<file path="config.mk">
export PLATFORM = sky130hd
export DESIGN_NAME = lsu_flat
export DESIGN_NICKNAME = d
export VERILOG_FILES = /design/src/rtl/lsu_if.sv /design/src/rtl/lsu.sv /design/src/flat_wrapper.sv
export SDC_FILE = /design/constraint.sdc
export NUM_CORES = 1
export LEC_CHECK = 0
export ABC_AREA = 1
export CORE_UTILIZATION = 40
export CTS_BUF_LIST = sky130_fd_sc_hd__clkbuf_8
export DETAILED_ROUTE_END_ITERATION = 10
export PLACE_DENSITY = 0.9
export SLEW_MARGIN = 20
export SYNTH_ARGS = -nofsm -noshare
export SYNTH_HDL_FRONTEND = slang
export SYNTH_SLANG_ARGS = --single-unit
</file>
<file path="constraint.sdc">
create_clock -name clk -period 1.46 [get_ports clk]
set_clock_uncertainty 0.2 [all_clocks]
set_input_delay 0.292 -clock clk [delete_from_list [all_inputs] [get_ports clk]]
set_output_delay 0.292 -clock clk [all_outputs]
set_load 0.01 [all_outputs]
</file>
<file path="src/rtl/lsu_if.sv">
// lsu_if: request, data-memory and writeback bundle of the load/store unit.
//   request  : req_valid/req_ready handshake with req_store, req_size, req_unsigned,
//              addr (effective address), wdata (store data), req_rd (load dest)
//   memory   : mem_req/mem_ack handshake with mem_we, mem_addr (word aligned),
//              mem_be, mem_wdata (lane replicated), mem_rdata
//   writeback: wb_valid, wb_rd, wb_data, plus done / misaligned completion pulses
// modport master: the LSU itself; modport slave: the surrounding pipeline/memory.
`ifndef W_CPU
`define W_CPU 32
`endif

interface lsu_if #(
  parameter int W = `W_CPU
);
  logic         req_valid;
  logic         req_ready;
  logic         req_store;
  logic [1:0]   req_size;
  logic         req_unsigned;
  logic [W-1:0] addr;
  logic [W-1:0] wdata;
  logic [4:0]   req_rd;

  logic         mem_req;
  logic         mem_we;
  logic [W-1:0] mem_addr;
  logic [3:0]   mem_be;
  logic [W-1:0] mem_wdata;
  logic         mem_ack;
  logic [W-1:0] mem_rdata;

  logic         wb_valid;
  logic [4:0]   wb_rd;
  logic [W-1:0] wb_data;
  logic         done;
  logic         misaligned;

  modport master (
    input  req_valid, req_store, req_size, req_unsigned, addr, wdata, req_rd,
    input  mem_ack, mem_rdata,
    output req_ready, mem_req, mem_we, mem_addr, mem_be, mem_wdata,
    output wb_valid, wb_rd, wb_data, done, misaligned
  );

  modport slave (
    output req_valid, req_store, req_size, req_unsigned, addr, wdata, req_rd,
    output mem_ack, mem_rdata,
    input  req_ready, mem_req, mem_we, mem_addr, mem_be, mem_wdata,
    input  wb_valid, wb_rd, wb_data, done, misaligned
  );
endinterface

</file>
<file path="src/rtl/lsu.sv">
// lsu: load/store unit of the memory stage.
// Accepts one access in IDLE (req_valid & req_ready), issues a single
// mem_req/mem_ack transaction with little-endian byte-lane steering, and
// returns sign/zero-extended load data on wb_*. Misaligned half/word
// accesses complete immediately with a misaligned pulse and no memory access.
// Ports:
//   clk  - clock, rising edge
//   rst  - synchronous active-high reset
//   bus  - lsu_if.master (request, data-memory and writeback signals)
`ifndef W_CPU
`define W_CPU 32
`endif

module lsu #(
  parameter int W = `W_CPU
) (
  input  logic   clk,
  input  logic   rst,
  lsu_if.master  bus
);

  typedef enum logic [1:0] {IDLE, ISSUE, DONE} state_t;

  state_t       state;
  logic         store_q;
  logic [1:0]   size_q;
  logic         uns_q;
  logic [4:0]   rd_q;
  logic [1:0]   off_q;

  logic         is_half;
  logic         is_word;
  logic         mis;
  logic [3:0]   be_n;
  logic [W-1:0] wdata_n;
  logic [15:0]  lane;
  logic [W-1:0] ld_data;

  assign bus.req_ready = (state == IDLE);

  // Request decode: alignment check and store lane steering (size 3 acts as word).
  always_comb begin
    is_half = (bus.req_size == 2'd1);
    is_word = bus.req_size[1];
    mis     = (is_half & bus.addr[0]) | (is_word & (bus.addr[1:0] != 2'b00));
    be_n    = 4'b1111;
    wdata_n = bus.wdata;
    if (bus.req_size == 2'd0) begin
      be_n    = 4'b0001 << bus.addr[1:0];
      wdata_n = {4{bus.wdata[7:0]}};
    end else if (is_half) begin
      be_n    = 4'b0011 << bus.addr[1:0];
      wdata_n = {2{bus.wdata[15:0]}};
    end
  end

  // Load extraction: shift the addressed lane down to bit 0, then extend.
  always_comb begin
    lane    = 16'(bus.mem_rdata >> {off_q, 3'b000});
    ld_data = bus.mem_rdata;
    if (size_q == 2'd0) begin
      ld_data = {{(W-8){~uns_q & lane[7]}}, lane[7:0]};
    end else if (size_q == 2'd1) begin
      ld_data = {{(W-16){~uns_q & lane[15]}}, lane[15:0]};
    end
  end

  always_ff @(posedge clk) begin
    if (rst) begin
      state          <= IDLE;
      store_q        <= 1'b0;
      size_q         <= '0;
      uns_q          <= 1'b0;
      rd_q           <= '0;
      off_q          <= '0;
      bus.mem_req    <= 1'b0;
      bus.mem_we     <= 1'b0;
      bus.mem_addr   <= '0;
      bus.mem_be     <= '0;
      bus.mem_wdata  <= '0;
      bus.wb_valid   <= 1'b0;
      bus.wb_rd      <= '0;
      bus.wb_data    <= '0;
      bus.done       <= 1'b0;
      bus.misaligned <= 1'b0;
    end else begin
      bus.wb_valid   <= 1'b0;
      bus.done       <= 1'b0;
      bus.misaligned <= 1'b0;
      case (state)
        IDLE: begin
          if (bus.req_valid) begin
            store_q <= bus.req_store;
            size_q  <= bus.req_size;
            uns_q   <= bus.req_unsigned;
            rd_q    <= bus.req_rd;
            off_q   <= bus.addr[1:0];
            if (mis) begin
              state          <= DONE;
              bus.done       <= 1'b1;
              bus.misaligned <= 1'b1;
            end else begin
              state         <= ISSUE;
              bus.mem_req   <= 1'b1;
              bus.mem_we    <= bus.req_store;
              bus.mem_addr  <= {bus.addr[W-1:2], 2'b00};
              bus.mem_be    <= bus.req_store ? be_n : 4'b1111;
              bus.mem_wdata <= wdata_n;
            end
          end
        end
        ISSUE: begin
          if (bus.mem_ack) begin
            state       <= DONE;
            bus.mem_req <= 1'b0;
            bus.mem_we  <= 1'b0;
            bus.done    <= 1'b1;
            if (!store_q) begin
              bus.wb_valid <= 1'b1;
              bus.wb_rd    <= rd_q;
              bus.wb_data  <= ld_data;
            end
          end
        end
        DONE: begin
          state <= IDLE;
        end
        default: begin
          state <= IDLE;
        end
      endcase
    end
  end

endmodule

</file>
<file path="src/flat_wrapper.sv">
// flat-port wrapper written by rule: the top's interface ports become plain ports
module lsu_flat 
#(
  parameter int W = `W_CPU
)
  (clk, rst, bus_req_valid, bus_req_store, bus_req_size, bus_req_unsigned, bus_addr, bus_wdata, bus_req_rd, bus_mem_ack, bus_mem_rdata, bus_req_ready, bus_mem_req, bus_mem_we, bus_mem_addr, bus_mem_be, bus_mem_wdata, bus_wb_valid, bus_wb_rd, bus_wb_data, bus_done, bus_misaligned);
  lsu_if #(.W(W)) bus_i ();
  input  logic clk;
  input  logic rst;
  input wire logic [$bits(bus_i.req_valid)-1:0] bus_req_valid;
  input wire logic [$bits(bus_i.req_store)-1:0] bus_req_store;
  input wire logic [$bits(bus_i.req_size)-1:0] bus_req_size;
  input wire logic [$bits(bus_i.req_unsigned)-1:0] bus_req_unsigned;
  input wire logic [$bits(bus_i.addr)-1:0] bus_addr;
  input wire logic [$bits(bus_i.wdata)-1:0] bus_wdata;
  input wire logic [$bits(bus_i.req_rd)-1:0] bus_req_rd;
  input wire logic [$bits(bus_i.mem_ack)-1:0] bus_mem_ack;
  input wire logic [$bits(bus_i.mem_rdata)-1:0] bus_mem_rdata;
  output wire logic [$bits(bus_i.req_ready)-1:0] bus_req_ready;
  output wire logic [$bits(bus_i.mem_req)-1:0] bus_mem_req;
  output wire logic [$bits(bus_i.mem_we)-1:0] bus_mem_we;
  output wire logic [$bits(bus_i.mem_addr)-1:0] bus_mem_addr;
  output wire logic [$bits(bus_i.mem_be)-1:0] bus_mem_be;
  output wire logic [$bits(bus_i.mem_wdata)-1:0] bus_mem_wdata;
  output wire logic [$bits(bus_i.wb_valid)-1:0] bus_wb_valid;
  output wire logic [$bits(bus_i.wb_rd)-1:0] bus_wb_rd;
  output wire logic [$bits(bus_i.wb_data)-1:0] bus_wb_data;
  output wire logic [$bits(bus_i.done)-1:0] bus_done;
  output wire logic [$bits(bus_i.misaligned)-1:0] bus_misaligned;
  assign bus_i.req_valid = bus_req_valid;
  assign bus_i.req_store = bus_req_store;
  assign bus_i.req_size = bus_req_size;
  assign bus_i.req_unsigned = bus_req_unsigned;
  assign bus_i.addr = bus_addr;
  assign bus_i.wdata = bus_wdata;
  assign bus_i.req_rd = bus_req_rd;
  assign bus_i.mem_ack = bus_mem_ack;
  assign bus_i.mem_rdata = bus_mem_rdata;
  assign bus_req_ready = bus_i.req_ready;
  assign bus_mem_req = bus_i.mem_req;
  assign bus_mem_we = bus_i.mem_we;
  assign bus_mem_addr = bus_i.mem_addr;
  assign bus_mem_be = bus_i.mem_be;
  assign bus_mem_wdata = bus_i.mem_wdata;
  assign bus_wb_valid = bus_i.wb_valid;
  assign bus_wb_rd = bus_i.wb_rd;
  assign bus_wb_data = bus_i.wb_data;
  assign bus_done = bus_i.done;
  assign bus_misaligned = bus_i.misaligned;
  lsu #(.W(W)) u_core (.clk(clk), .rst(rst), .bus(bus_i));
endmodule
</file>
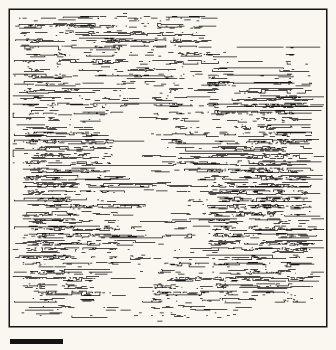
Figure 1: run 1, signal wires on met1.
The bar under the picture is 20 um long.
wire length on this layer: 7,190 um
share of all routed wire: 37%
nets with wire on the layer: 1,010
via count: 6,384
GR Util met1: 0.283
final WL: 19.7 mm

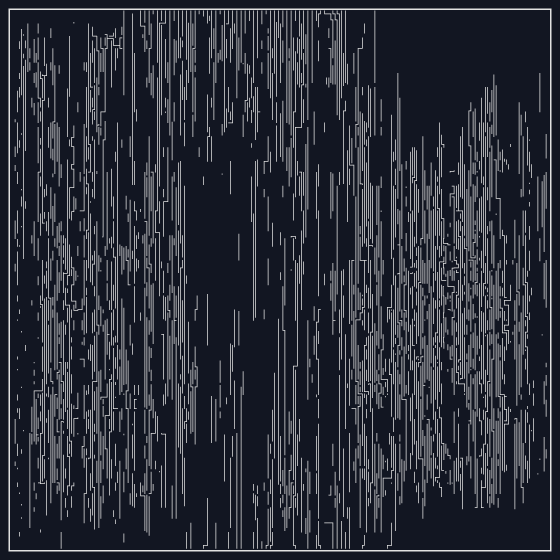
Figure 2: run 1, M2 wires.
longest straight run: 48.3 um
wire length on this layer: 9,840 um
main direction: vertical
nets with wire on the layer: 996
GR Layer Usage met2: 0.438

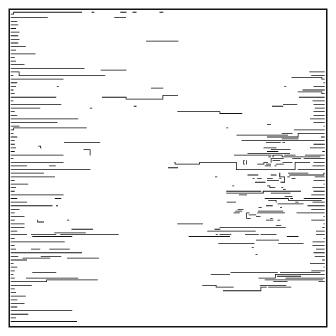
Figure 3: run 1, the metal 3 layer.
nets with wire on the layer: 221
main direction: horizontal
share of all routed wire: 9.6%
met3 track demand over resource: 0.0848

==> flow_summary.ini, run 1 <==
; generated from flow reports
[detailed_routing]
wl_per_cell_um = 15.8
dr_wl_met3_mm = 1.88
drt_iter0_drc = 522
drc = 0
postRouteAntennaNets = 0
met2_length_mm = 9.84
via_per_inst = 5.13
highest_layer = met4
met1_length_mm = 7.19

[global_routing]
grt_pass1_wl_mm = 28.5
antenna_found_initial = 0
grt_busiest_layer = met2
grtUsageTotal = 0.257
overflow = 0
grt_max_degree = 45

[worst_setup_path]
cpPeakStageDelay_ns = 0.38
r2r_slack_ns = -0.11
crit_buf_inv = 3
cp-end-kind = flip-flop
path_common_cell = nand2_1
criticalPathCategory = flip-flop to flip-flop
worstPathMaxFanout = 6
cp.arrival_ns = 1.75
crit_cells = 9
critPathSlowestCell = dfxtp_4
cp_cell_sequence = buf_4 > nor2_4 > buf_6 > nand2_1 > nand3_1 > nand2_1 > nand3_2 > nand2_1 > inv_1
r2r-start = u_core.off_q[1]

[synthesis]
synth_xor_xnor_area_share = 0
syn_area_per_cell_sq_um = 6.89
simple_gate_share = 0.333
synthArstFlopShare = 0
ys_types = 31
synthTopCellsByArea = dfxtp_1 (44%), nor2_1 (14%), nand2_1 (13%), o21ai_0 (7.8%), nand3_1 (2.9%)
ys_seq_frac = 0.444
ys_sh_aoi = 0.136
top_area_cell = dfxtp_1
syn_inst = 792
ys_top_logic_family = simple AND/OR/NAND/NOR gates
ys_cells = 792

[layout]
lay_top_cells = nor2_1 (184), nand2_1 (152), clkdlybuf4s50_1 (104)
nNonClkBuffers = 290
insertedDiodeCount = 0
area.growth.synth_to_final_pct = 63.4
final_nets = 1169
comb_cells = 598
buffer_area_frac = 0.283
final_core_util = 0.671
fin_cells = 1245
ff_count = 121
design_area_sq_um = 8920
register_area_sq_um = 2510
drive_gt1_frac = 0.387
seq_area_frac = 0.282
num-clock-buffers = 19
lay_top_count = nor2_1
layout.area.top_class = combinational gates
sh_comb_area = 0.354
reg_top3 = u_core.bus.mem_wdata x32, u_core.bus.wb_data x32, u_core.bus.mem_addr x30

[power_and_ir_drop]
irDropWorstVdd_uv = 560
p_sw_frac = 0.321
power_frac_seq = 0.426
p_switching_mw = 2.82
pg_comb_mw = 2.40
clk-power_mw = 2.63
comb_power_share = 0.274
seq-power_mw = 3.73
maxPowerGroup = sequential cells

[placed_design]
hpwl_mm = 12.7
placed_cells = 1198
io_buffers = 217

[run_status]
violations = setup timing
status = finished with violations

[floorplan]
tap_cells = 176
die_w_um = 119
die_area_sq_um = 14100
rows = 42
die_h_um = 119

[worst_hold_path]
min_path_cells = 3

[clock_network]
clk_pin_slew_ns = 0.08
cts_max_path_buffers = 2
ctsResizeCount = 560
clock_latency_ns = 0.44
htree_levels = 4

[final_timing]
fin_ws_ns = -0.108
holdWs_ns = 0.236
max_freq_mhz = 638
layout_min_cycle_time_ns = 1.57
setup-tns-final_ns = -2.51
hold_viol = 0
fin_crit_sh = 1.07
setup_viol = 78
slew_violations = 0

[job]
maxCapViolations = 0
--- run 2 (diff from run 1) ---
Settings changed: CORE_MARGIN set to 2.
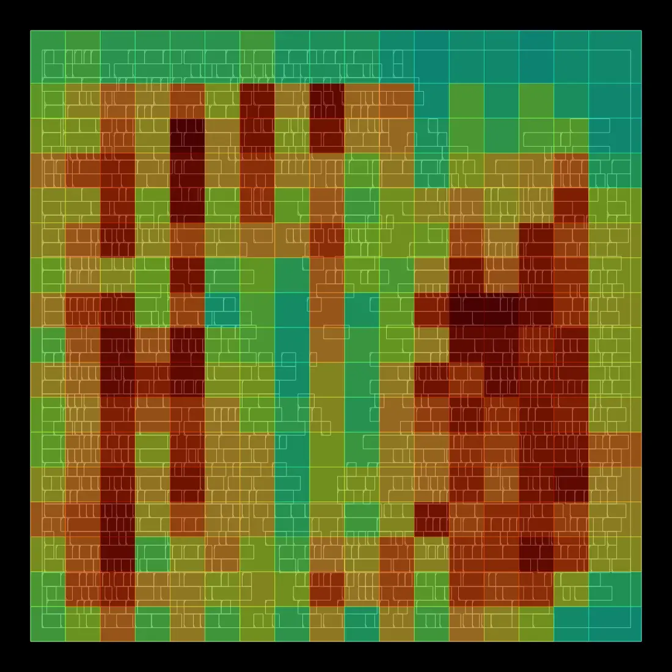
Figure 4: run 2, routing congestion.
layer with the highest usage: met2
GR Layer Usage met2: 0.452
Avg WL per Cell: 18.5 um
final core occ: 0.731
GRT Total Usage: 0.259

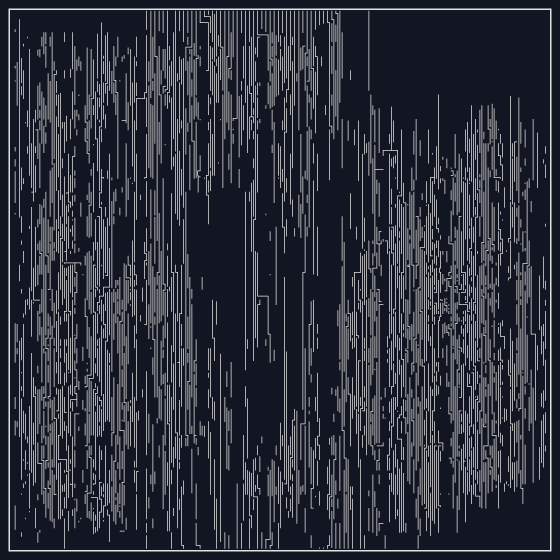
Figure 5: run 2, M2 wires.
nets with wire on the layer: 1,061
main direction: vertical
wire length on this layer: 11,700 um
share of all routed wire: 50%
via count: 6,910
final WL: 23.6 mm

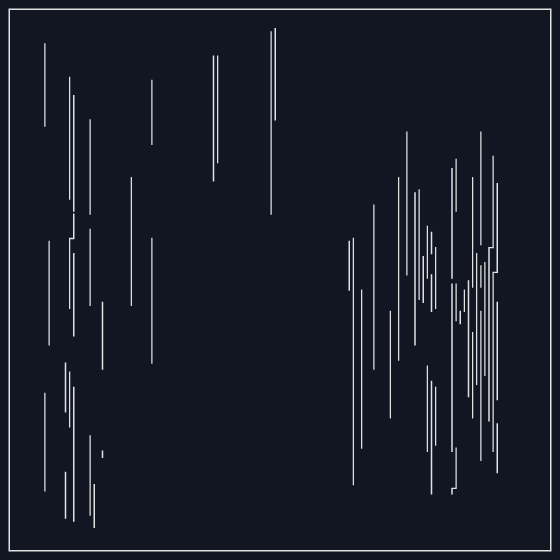
Figure 6: run 2, metal 4.
main direction: vertical
wire length on this layer: 1,320 um
nets with wire on the layer: 55

==> run 2 against run 1 <==
Against the previous run: the run still ends with setup timing left; worst hold slack lost 0.017 ns; first-iteration DRC count increased by 29%; area after synthesis is the same; critical path type unchanged.
==> flow_summary.ini, run 2 <==
; generated from flow reports
[worst_setup_path]
crit_buf_inv = 3
criticalPathCategory = flip-flop to flip-flop
cp.arrival_ns = 1.83
crit_cells = 9
r2r_slack_ns = -0.23
cp_cell_sequence = buf_6 > buf_12 > buf_8 > nand2_2 > nand3_2 > o21ai_1 > nand2_1 > nand2_1 > a21oi_1
worstPathMaxFanout = 6
cpPeakStageDelay_ns = 0.38
path_common_cell = nand2_1
critPathSlowestCell = dfxtp_4

[global_routing]
use_met3 = 0.103
overflow = 0

[floorplan]
die_w_um = 121
rows = 42
tap_cells = 176
die_h_um = 121

[layout]
final_nets = 1196
buffer_area_frac = 0.309
fin_cells = 1273
area.growth.synth_to_final_pct = 77.9
seq_area_frac = 0.260
drive_gt1_frac = 0.454
lay_top_cells = nand2_1 (169), nor2_1 (152), clkdlybuf4s50_1 (104)
register_area_sq_um = 2530
num-clock-buffers = 19

[synthesis]
ys_top_logic_family = simple AND/OR/NAND/NOR gates
synthTopCellsByArea = dfxtp_1 (44%), nor2_1 (14%), nand2_1 (13%), o21ai_0 (7.8%), nand3_1 (2.9%)
synth_xor_xnor_area_share = 0
ys_cells = 792
syn_inst = 792
syn_area_per_cell_sq_um = 6.89
top_area_cell = dfxtp_1
ys_sh_aoi = 0.136
synthArstFlopShare = 0
simple_gate_share = 0.333

[detailed_routing]
drt_iter0_drc = 672
met1_length_mm = 8.13
met2_length_mm = 11.7
dr_wl_met3_mm = 2.38
drc = 0
via_per_inst = 5.43
postRouteAntennaNets = 0

[clock_network]
cts_max_path_buffers = 2
ctsResizeCount = 543

[power_and_ir_drop]
seq-power_mw = 3.76
clk-power_mw = 3.34
pg_comb_mw = 2.81
power_frac_seq = 0.379
p_sw_frac = 0.308

[final_timing]
max_freq_mhz = 593
setup-tns-final_ns = -9.37
setup_viol = 101
slew_violations = 0
fin_crit_sh = 1.16
fin_ws_ns = -0.227
hold_viol = 0
layout_min_cycle_time_ns = 1.69

[run_status]
violations = setup timing
status = finished with violations

[placed_design]
io_buffers = 217
placed_cells = 1195

[job]
maxCapViolations = 0

[worst_hold_path]
min_path_cells = 5
--- run 3 (diff from run 2) ---
Settings changed: SLEW_MARGIN 20 to 40.
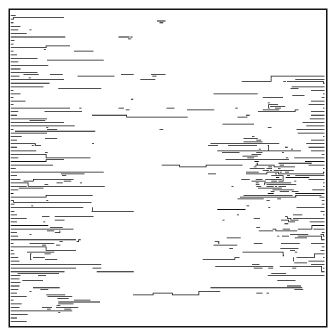
Figure 7: run 3, the metal 3 layer.
nets with wire on the layer: 265
main direction: horizontal
wire length on this layer: 2,380 um
longest straight run: 35.2 um
met3 track demand over resource: 0.103

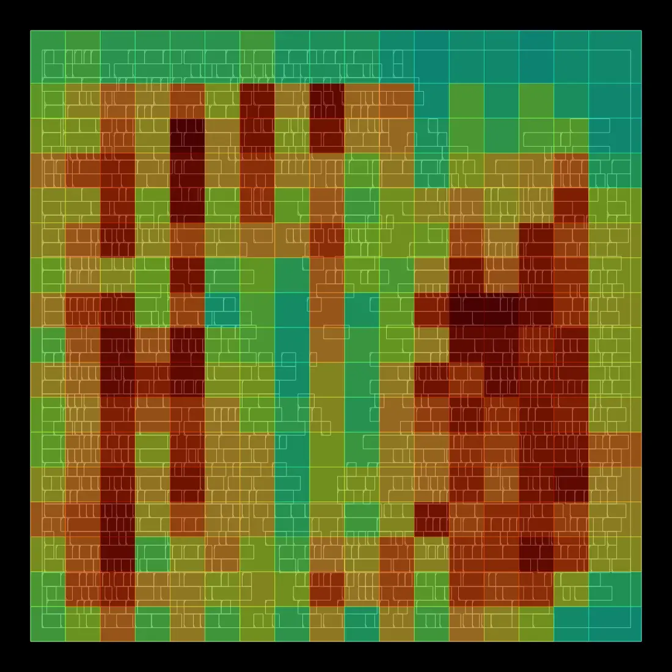
Figure 8: run 3, routing congestion.
GR Util met1: 0.277

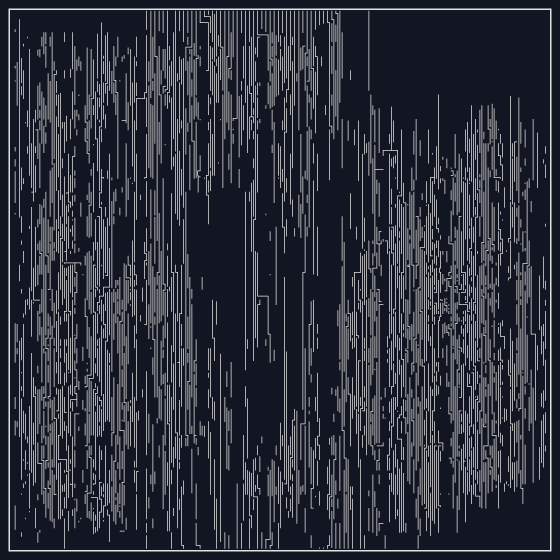
Figure 9: run 3, M2 wires.
wire length on this layer: 11,700 um
longest straight run: 54.4 um
share of all routed wire: 50%
main direction: vertical
nets with wire on the layer: 1,061

==> run 3 against run 2 <==
Against the previous run: the flow still finishes with violations (setup timing); flip-flop count did not move; setup slack stayed put; synthesized cell count unchanged; maximum frequency is the same.
==> flow_summary.ini, run 3 <==
; generated from flow reports
[layout]
buffer_area_frac = 0.309
fillers = 879
lay_top_count = nand2_1
layout.area.top_class = combinational gates
final_nets = 1196
final_core_util = 0.731
lay_top_cells = nand2_1 (169), nor2_1 (152), clkdlybuf4s50_1 (104)
num-clock-buffers = 19
sh_comb_area = 0.345
area.growth.synth_to_final_pct = 77.9
clock_cell_area_share = 0.0452
comb_cells = 598
nNonClkBuffers = 316
design_area_sq_um = 9710
final-comb-area_sq_um = 3350
seq_area_frac = 0.260
drive_gt1_frac = 0.454
fin_cells = 1273
insertedDiodeCount = 1
ff_count = 121
register_area_sq_um = 2530
reg_top3 = u_core.bus.mem_wdata x32, u_core.bus.wb_data x32, u_core.bus.mem_addr x30

[floorplan]
die_h_um = 121
die_w_um = 121
fp_util = 0.411
die_area_sq_um = 14600
tap_cells = 176
rows = 42

[synthesis]
syn_inst = 792
synthTopCellsByArea = dfxtp_1 (44%), nor2_1 (14%), nand2_1 (13%), o21ai_0 (7.8%), nand3_1 (2.9%)
ys_top_logic_family = simple AND/OR/NAND/NOR gates
synthesis.area_sq_um = 5460
ys_top_cells_by_count = nor2_1 (204), nand2_1 (183), dfxtp_1 (121), o21ai_0 (85), nand3_1 (32)
synth_xor_xnor_area_share = 0
most_common_cell = nor2_1
yosys.area.top_type_share = 0.444
ff_type = dfxtp_1
yosys_warnings = 0
syn_area_per_cell_sq_um = 6.89
ys_types = 31
ys_seq_frac = 0.444
yosys_area_sq_um = 5460
ys_sh_aoi = 0.136
simple_gate_share = 0.333
top_area_cell = dfxtp_1
ys_cells = 792
synthArstFlopShare = 0

[final_timing]
max_freq_mhz = 593
setup_viol = 101
fin_crit_sh = 1.16
hold_viol = 0
fin_ws_ns = -0.227
layout_min_cycle_time_ns = 1.69
setup-tns-final_ns = -9.37
holdWs_ns = 0.219
slew_violations = 0

[clock_network]
clock_latency_ns = 0.45
cts_max_path_buffers = 2
cts-root-buf = clkbuf_8
clk_pin_slew_ns = 0.07
ctsResizeCount = 543
htree_levels = 4
cts-buffers-inserted = 17

[detailed_routing]
dr_wl_met3_mm = 2.38
drt_iter0_drc = 672
vias = 6910
met2_length_mm = 11.7
met1_length_mm = 8.13
drc = 0
totalWireLength_mm = 23.6
highest_layer = met5
via_per_inst = 5.43
postRouteAntennaNets = 0
wl_per_cell_um = 18.5
firstDrtPassIters = 7

[worst_setup_path]
worstPathMaxFanout = 6
r2r_slack_ns = -0.23
cp.arrival_ns = 1.83
r2r_cells = 9
cp_cell_sequence = buf_6 > buf_12 > buf_8 > nand2_2 > nand3_2 > o21ai_1 > nand2_1 > nand2_1 > a21oi_1
critPathLaunch = u_core.off_q[0]
critPathTopFamily = simple AND/OR/NAND/NOR gates
path_common_cell = nand2_1
crit_cells = 9
cp-end-kind = flip-flop
crit_buf_inv = 3
r2r-start = u_core.off_q[0]
criticalPathCategory = flip-flop to flip-flop
cpPeakStageDelay_ns = 0.38
critPathSlowestCell = dfxtp_4
crit_end = u_core.bus.wb_data[3]

[power_and_ir_drop]
pg_comb_mw = 2.81
power_frac_seq = 0.379
p_sw_frac = 0.308
clk-power_mw = 3.34
internal_power_mw = 6.86
seq-power_mw = 3.76
irDropWorstVdd_uv = 835
p_switching_mw = 3.06
comb_power_share = 0.284
p_leak_nw = 4.45
maxPowerGroup = sequential cells

[worst_hold_path]
min_path_cells = 5
holdPathEnd = u_core.off_q[1]
hp-class = input port to flip-flop

[global_routing]
grt_pass1_wl_mm = 29.6
overflow = 0
grt_max_degree = 48
grtUsageTotal = 0.259
grt_pass1_vias = 6138
grt_busiest_layer = met2
grtUsageMet2 = 0.452
antenna_found_initial = 2

[run_status]
status = finished with violations
violations = setup timing

[placed_design]
hpwl_mm = 12.5
placed_cells = 1195
io_buffers = 217
placed_cell_area_sq_um = 8080

[job]
maxCapViolations = 0
warnings = 32
